placement.png
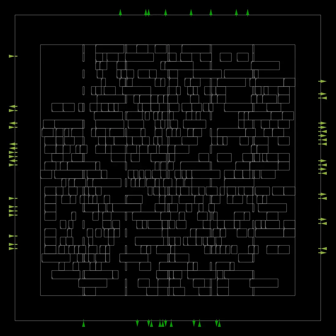
layer_met3.png
The bar under the picture is 20 um long.
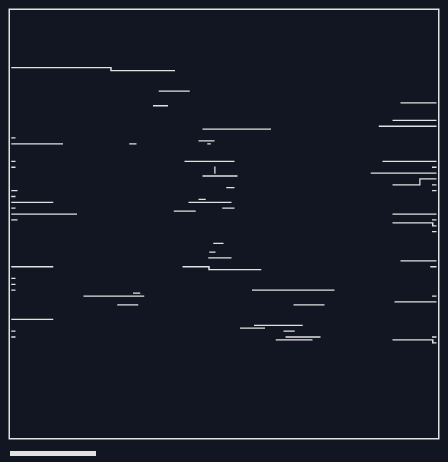
io_fan.png
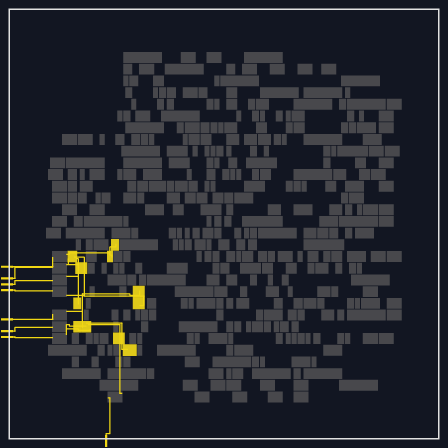
layer_met2.png
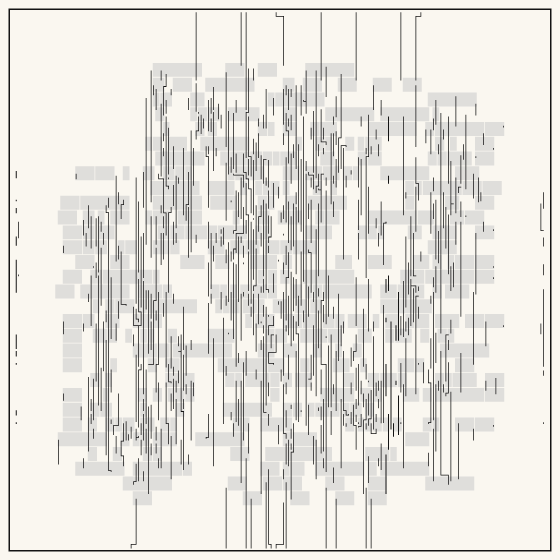
[config.mk]
export PLATFORM = sky130hd
export DESIGN_NAME = mac_accumulator
export DESIGN_NICKNAME = d
export VERILOG_FILES = /design/src/rtl/mac_accumulator.sv
export SDC_FILE = /design/constraint.sdc
export NUM_CORES = 1
export LEC_CHECK = 0
export CORE_MARGIN = 8
export CORE_UTILIZATION = 40
export CTS_CLUSTER_DIAMETER = 200
export CTS_CLUSTER_SIZE = 16
export DETAILED_ROUTE_END_ITERATION = 7
export PLACE_DENSITY_LB_ADDON = 0.15
export SETUP_SLACK_MARGIN = 0.2
export SYNTH_ARGS = -nofsm -noshare
export SYNTH_HDL_FRONTEND = slang
export SYNTH_SLANG_ARGS = --single-unit
[constraint.sdc]
create_clock -name clk -period 4.3 [get_ports clk]
set_input_delay 0.645 -clock clk [delete_from_list [all_inputs] [get_ports clk]]
set_output_delay 0.645 -clock clk [all_outputs]
set_load 0.01 [all_outputs]
[src/rtl/mac_accumulator.sv]
// mac_accumulator: sums a run of unsigned multiplier products into a
// guard-extended, saturating accumulator behind valid/ready handshakes.
`default_nettype none

module mac_accumulator #(
  parameter int parallelism = 8,
  parameter int ACC_GUARD   = 8,
  parameter int LEN_WIDTH   = 8
) (
  input  logic                                 clk,
  input  logic                                 rst,
  input  logic                                 start,
  input  logic [LEN_WIDTH-1:0]                 length,
  input  logic [2*parallelism-1:0]             product,
  input  logic                                 product_valid,
  output logic                                 product_ready,
  output logic [2*parallelism+ACC_GUARD-1:0]   acc_out,
  output logic                                 acc_valid,
  input  logic                                 acc_ready,
  output logic                                 overflow,
  output logic                                 busy
);

  localparam int AW = 2*parallelism + ACC_GUARD;

  typedef enum logic [1:0] {
    S_IDLE = 2'd0,
    S_ACC  = 2'd1,
    S_DONE = 2'd2
  } state_t;

  state_t                 state_q, state_d;
  logic [AW-1:0]          acc_q, acc_d;
  logic [LEN_WIDTH-1:0]   cnt_q, cnt_d;
  logic                   ovf_q, ovf_d;
  logic [AW:0]            sum_w;

  // One extra bit catches the carry out of the accumulator's MSB.
  assign sum_w = {1'b0, acc_q} + {{(ACC_GUARD+1){1'b0}}, product};

  assign product_ready = (state_q == S_ACC);
  assign acc_valid     = (state_q == S_DONE);
  assign busy          = (state_q != S_IDLE);
  assign acc_out       = acc_q;
  assign overflow      = ovf_q;

  always_comb begin
    state_d = state_q;
    acc_d   = acc_q;
    cnt_d   = cnt_q;
    ovf_d   = ovf_q;
    case (state_q)
      S_IDLE: begin
        if (start) begin
          acc_d = '0;
          ovf_d = 1'b0;
          if (length != '0) begin
            cnt_d   = length;
            state_d = S_ACC;
          end else begin
            state_d = S_DONE;
          end
        end
      end
      S_ACC: begin
        if (product_valid) begin
          cnt_d = cnt_q - 1'b1;
          // Once saturated the sum is pinned at all-ones until the next start.
          if (sum_w[AW] || ovf_q) begin
            acc_d = '1;
            ovf_d = 1'b1;
          end else begin
            acc_d = sum_w[AW-1:0];
          end
          if (cnt_q == LEN_WIDTH'(1)) begin
            state_d = S_DONE;
          end
        end
      end
      S_DONE: begin
        if (acc_ready) begin
          state_d = S_IDLE;
        end
      end
      default: begin
        state_d = S_IDLE;
      end
    endcase
  end

  always_ff @(posedge clk or posedge rst) begin
    if (rst) begin
      state_q <= S_IDLE;
      acc_q   <= '0;
      cnt_q   <= '0;
      ovf_q   <= 1'b0;
    end else begin
      state_q <= state_d;
      acc_q   <= acc_d;
      cnt_q   <= cnt_d;
      ovf_q   <= ovf_d;
    end
  end

endmodule

`default_nettype wire

==> qor.csv <==
metric;value;unit
cts_max_level;2;
timing.setup.critical_path_class;input pin to register;
critical-path-top-delay-family;AND-OR/OR-AND gates;
chip_area;9890;sq um
synth_cell_types;52;
p_int;1110;uW
cts_root_buf;clkbuf_8;
clock_power;251;uW
p_per_area;600;nW/um^2
multiInputGateArea;1780;sq um
drtIter0Drc;149;
startpoint;product[0];
status;finished, final reports clean;
via_per_inst;5.92;
ys_ff;35;
layout.nets;439;
p_total;2080;uW
yosysChipArea;2780;sq um
p_sw_share;46.3;%
portBuffers;56;
largest_area_cell;dfrtp_1;
n_clock_buffer;6;
groute.layer.met2.usage;28.3;%
flop_area;876;sq um
most_common_cell;nand2_1;
rsz0062_at_grt;false;
grt_busiest_layer;met2;
synthesis.nets;394;
buf_share;16.6;%
core;6760;sq um
period_needed;3.14;ns
grt_pass1_wl;13400;um
worstPathCellList;clkdlybuf4s50_1 > ha_1 > fa_1 > a21o_1 > a21o_1 > a221oi_4 > a211oi_4 > o21ai_2 > nand4b_1;
initial_core_util;41.2;%
worstRegToRegCells;5;
dr_wl_met2;3760;um
drc;0;
crit_required;4.46;ns
aoi_share;28.0;%
wire_per_inst;16.9;um
cts_hold_buf;0;
track_usage;16.4;%
n_antenna_cell;0;
ys_cells;346;
grtUsageMet3;3.42;%
cp_num_buf_inv;1;
buffers;58;
post-cts-setup-buffers;0;
ys_sh_mux;1.48;%
antenna_found_initial;0;
hold_ws;0.507;ns
ioPinCount;57;
async_reset_ff_share;100;%
sh_comb_area;51.6;%
max_cap_viol_count;0;
min_from;cnt_q[4];
hold_class;register to register;
min_to;cnt_q[4];
die-width;99.4;um
place_hpwl;5820;um
Back to the opening pictures, placement.png:
tap cells: 80
Seq area share: 25.3%
registers: 35
final std cells w/o fill: 471
Fill cells: 664

Back to the opening pictures, layer_met3.png:
The layer carries 405 um of wire. The wires run mostly horizontal. The layer holds 5.1% of the routed length.

Back to the opening pictures, io_fan.png:
length: marked yellow, direction input, end cells 11, buffers 8, wire 229 um.

Back to the opening pictures, layer_met2.png:
The longest straight run is 47.5 um. The layer carries 3,760 um of wire. 374 nets have wire on it. The layer holds 47% of the routed length. The wires run mostly vertical.

